--- src/rtl/nibble_serial_add_ctrl.sv ---
// nibble_serial_add_ctrl: adds two WIDTH-bit operands through a single 4-bit
// adder slice, one nibble per clock, LSB nibble first, with valid/ready
// handshakes on both sides.
// Optional build macro SERIAL_ADD_SUB_EN adds a 'sub' input that turns the
// operation into op_a - op_b (B inverted, nibble-0 carry forced to 1).
module nibble_serial_add_ctrl #(
   parameter int WIDTH = 16
) (
   input  logic             clk,
   input  logic             rst,
   input  logic             in_valid,
   output logic             in_ready,
   input  logic [WIDTH-1:0] op_a,
   input  logic [WIDTH-1:0] op_b,
   input  logic             cin,
`ifdef SERIAL_ADD_SUB_EN
   input  logic             sub,
`endif
   output logic             out_valid,
   input  logic             out_ready,
   output logic [WIDTH-1:0] result,
   output logic             cout,
   output logic             busy
);

   localparam int NIB  = WIDTH / 4;
   localparam int IDXW = (NIB > 1) ? $clog2(NIB) : 1;
   localparam logic [IDXW-1:0] IDX_LAST = IDXW'(NIB - 1);

   typedef enum logic [1:0] {
      IDLE = 2'd0,
      RUN  = 2'd1,
      DONE = 2'd2
   } state_t;

   state_t            state, state_next;
   logic [WIDTH-1:0]  a_reg, b_reg;
   logic              carry_reg;
   logic [IDXW-1:0]   idx;
   logic [IDXW+1:0]   bit_lo;
   logic [3:0]        a_nib, b_nib;
   logic [4:0]        slice;
   logic              accept;
   logic              last_nib;
`ifdef SERIAL_ADD_SUB_EN
   logic              sub_reg;
`endif

   assign accept   = (state == IDLE) && in_valid;
   assign last_nib = (idx == IDX_LAST);
   assign bit_lo   = {idx, 2'b00};

   // The one shared 4-bit adder slice, fed by the nibble selected by idx.
   always_comb begin
      a_nib = a_reg[bit_lo +: 4];
      b_nib = b_reg[bit_lo +: 4];
`ifdef SERIAL_ADD_SUB_EN
      if (sub_reg) begin
         b_nib = ~b_nib;
      end
`endif
      slice = {1'b0, a_nib} + {1'b0, b_nib} + {4'b0000, carry_reg};
   end

   // State register.
   always_ff @(posedge clk) begin
      // NOTE: sequential state uses non-blocking assignments so every register
      // samples pre-edge values regardless of statement order.
      if (rst) begin
         state <= IDLE;
      end else begin
         state <= state_next;
      end
   end

   // Next-state logic and the two state-decoded outputs.
   always_comb begin
      // NOTE: defaults first so no path through the case leaves a signal
      // unassigned, which would otherwise infer a latch.
      state_next = state;
      in_ready   = (state == IDLE);
      busy       = (state != IDLE);
      unique case (state)
         IDLE:    if (in_valid)  state_next = RUN;
         RUN:     if (last_nib)  state_next = DONE;
         DONE:    if (out_ready) state_next = IDLE;
         default: state_next = IDLE;
      endcase
   end

   // Operand capture on accept.
   always_ff @(posedge clk) begin
      // NOTE: operand registers carry no reset; they are always loaded on the
      // accept edge before any nibble reads them, so reset would only cost area.
      if (accept) begin
         a_reg <= op_a;
         b_reg <= op_b;
      end
   end

   // Nibble sequencing, carry chain and registered result outputs.
   always_ff @(posedge clk) begin
      if (rst) begin
         idx       <= '0;
         carry_reg <= 1'b0;
         result    <= '0;
         cout      <= 1'b0;
         out_valid <= 1'b0;
`ifdef SERIAL_ADD_SUB_EN
         sub_reg   <= 1'b0;
`endif
      end else begin
         unique case (state)
            IDLE: begin
               if (in_valid) begin
                  idx       <= '0;
`ifdef SERIAL_ADD_SUB_EN
                  sub_reg   <= sub;
                  carry_reg <= sub ? 1'b1 : cin;
`else
                  carry_reg <= cin;
`endif
               end
            end
            RUN: begin
               result[bit_lo +: 4] <= slice[3:0];
               carry_reg           <= slice[4];
               if (last_nib) begin
                  idx       <= '0;
                  cout      <= slice[4];
                  out_valid <= 1'b1;
               end else begin
                  idx <= idx + 1'b1;
               end
            end
            DONE: begin
               if (out_ready) begin
                  out_valid <= 1'b0;
               end
            end
            default: begin
               out_valid <= 1'b0;
            end
         endcase
      end
   end

endmodule

--- config.mk ---
export PLATFORM = sky130hd
export DESIGN_NAME = nibble_serial_add_ctrl
export DESIGN_NICKNAME = d
export VERILOG_FILES = /design/src/rtl/nibble_serial_add_ctrl.sv
export SDC_FILE = /design/constraint.sdc
export NUM_CORES = 1
export LEC_CHECK = 0
export ABC_AREA = 1
export CAP_MARGIN = 20
export CORE_ASPECT_RATIO = 0.6
export CORE_MARGIN = 1
export CORE_UTILIZATION = 51
export CTS_BUF_LIST = sky130_fd_sc_hd__clkbuf_8
export CTS_CLUSTER_DIAMETER = 40
export DETAILED_ROUTE_END_ITERATION = 8
export HOLD_SLACK_MARGIN = 0.15
export PLACE_DENSITY = 0.92
export SYNTH_ARGS = -nofsm -noshare
export SYNTH_HDL_FRONTEND = slang
export SYNTH_SLANG_ARGS = --single-unit
--- constraint.sdc ---
create_clock -name clk -period 3.35 [get_ports clk]
set_input_delay 0.5025 -clock clk [delete_from_list [all_inputs] [get_ports clk]]
set_output_delay 0.5025 -clock clk [all_outputs]
set_load 0.01 [all_outputs]
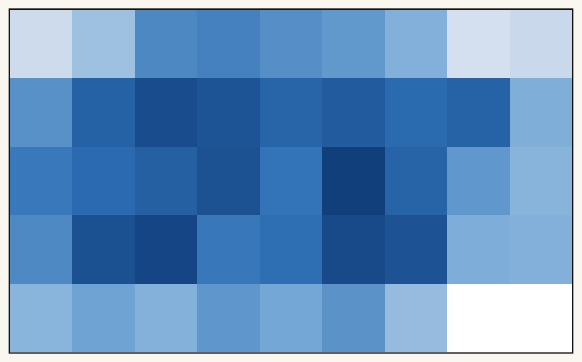
density.png
9 x 5 tiles, from white (low) to dark blue (high), 0 to 100% covered.
nearly empty tiles	4.4%
tiles over 75% full	36%
mean over tiles	61%
emptiest ninth of the die	lower right

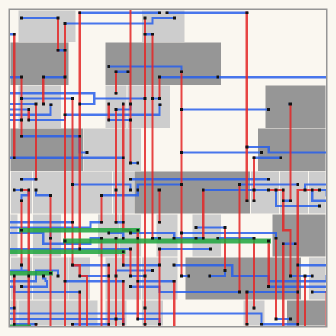
zoom.png
Region (57, 31) to (77, 51) um. Cells in gray, sequential cells in the stronger gray; small squares are vias.
layer	color
met2	red
met1	blue
met3	green
most frequent	dfxtp_1 (7), nand2_1 (6), nor2_1 (5)
sequential cells in the window	7
cells with their middle in the window	34
netlist names of flops here include	`result` (7)

==> out/metrics.csv <==
metric;value;unit
grt_start_max_net_pins;34;
fp_util;0.5466;
ctsHoldBuffers;0;
power_density;451.2;nW/um^2
final_min_period_over_clock_period;0.8381;
drive_above_1_share;0.06884;
buffers_excl_clock;59;
grt_util_all_layers;0.2189;
grt_setup_unrepaired;no;
cts-htree-levels;2;
ys_dominant_reg_cell;sky130_fd_sc_hd__edfxtp_1;
cts_buffers;5;
final_cell_mix;sky130_fd_sc_hd__clkdlybuf4s50_1, sky130_fd_sc_hd__nand2_1, sky130_fd_sc_hd__edfxtp_1;
power.clock.total;0.341;mW
groute.layer.met2.usage;0.3577;
yosysTopAreaCell;sky130_fd_sc_hd__edfxtp_1;
cell_total_in_the_yosys_stat_output;216;
dp_cells;328;
setup_ws;0.5423;ns
clkSinkCount;55;
setup.worst_path.end;result[14];
timing.critical_path.max_delay_family;adder cells;
antenna_cells_inserted;0;
grt_pass1_wl;7.583;mm
irDropWorstVdd;305.7;uV
yosysUniqueCellTypes;26;
hold_depth;2;
internal-power;1.003;mW
nNetsFinal;323;
power.leakage;1.066;nW
asyncSetResetFlopFracSynth;0;
synth.yosys.chip_area;2302;sq um
setup.worst_path.start;idx[1];
pin_count;57;
finClkSkew;0.008526;ns
sequential_cell_area;1421;sq um
postSynthRegisterBits;55;
finalHoldWorstSlack;0.4709;ns
drt_iter0_markers;116;
placement_rows;18;
setup.worst_path.end_class;register;
fin_crit;2.808;ns
gr-max-usage-layer;met2;
power.combinational.total;0.248;mW
comb_cells;143;
final_hold_viol_count;0;
n_clock_buffer;5;
tap-cell-count;60;
flow.area_growth_from_synthesis;30.92;%
drc_errors;0;
finalSetupTns;0;ns
avgRoutedWirePerCell;14.38;um
yosys-top-cells-count;sky130_fd_sc_hd__nand2_1, sky130_fd_sc_hd__edfxtp_1, sky130_fd_sc_hd__nor2_1, sky130_fd_sc_hd__dfxtp_1, sky130_fd_sc_hd__a21oi_1;
power-top-group;registers;
outcome;finished, final reports clean;
post-synth-top-count-cell;sky130_fd_sc_hd__nand2_1;
num-nonclk-inverters;11;
ys_sh_xor;0.003804;
worstPathArrival;3.04;ns
power;1.360;mW
finish.utilization;0.7157;
clock_cell_area_share;0.02698;
worst_r2r_path_depth;10;
setup.worst_path.start_class;register;
first_global_vias;1638;
cp.required;3.58;ns
fmax;356.2;MHz
ff2ff_setup_slack;0.54;ns
ant_nets;0;
timing.final.max_slew_violations;0;
worstSetupPathDepth;10;
worst_slew_pin_slew;0.7593;ns
dominant-cell-class;flip-flops and latches;
crit_path_cell_trace;inv_1, o21ai_0, o22ai_1, fa_1, fa_1, xor2_1, nand2_1, nor2_1, a22oi_1, nor2_1;
tritoncts;yes;
number_of_buffers_inserted_by_post_cts_setup_repair;0;
area.share.sequential;0.4716;
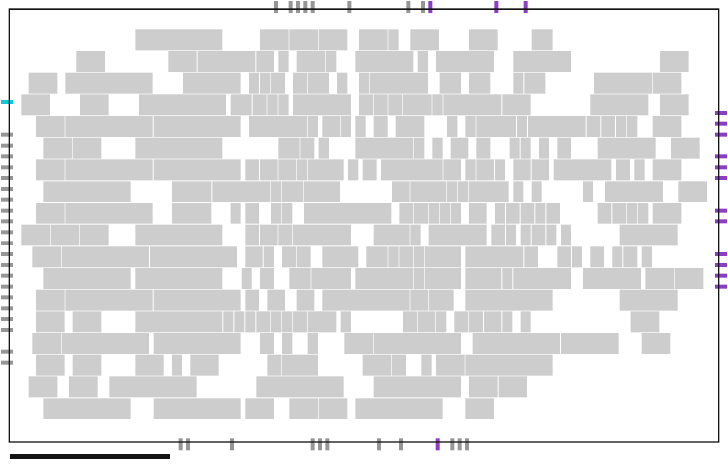
pins.png
Bar = 20 um. Pins as bars across the die edge, other pins in gray.
port	color	pins	direction	edge
`result`	purple	16	output	12 right, 3 top, 1 bottom
`clk`	cyan	1	input	left

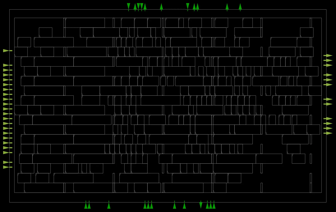
final_placement.png
number of sequential cells: 55
count of non-filler cells in the finished layout: 336
Core Region: 4212 sq um

Power is estimated from default activity; no workload was simulated.
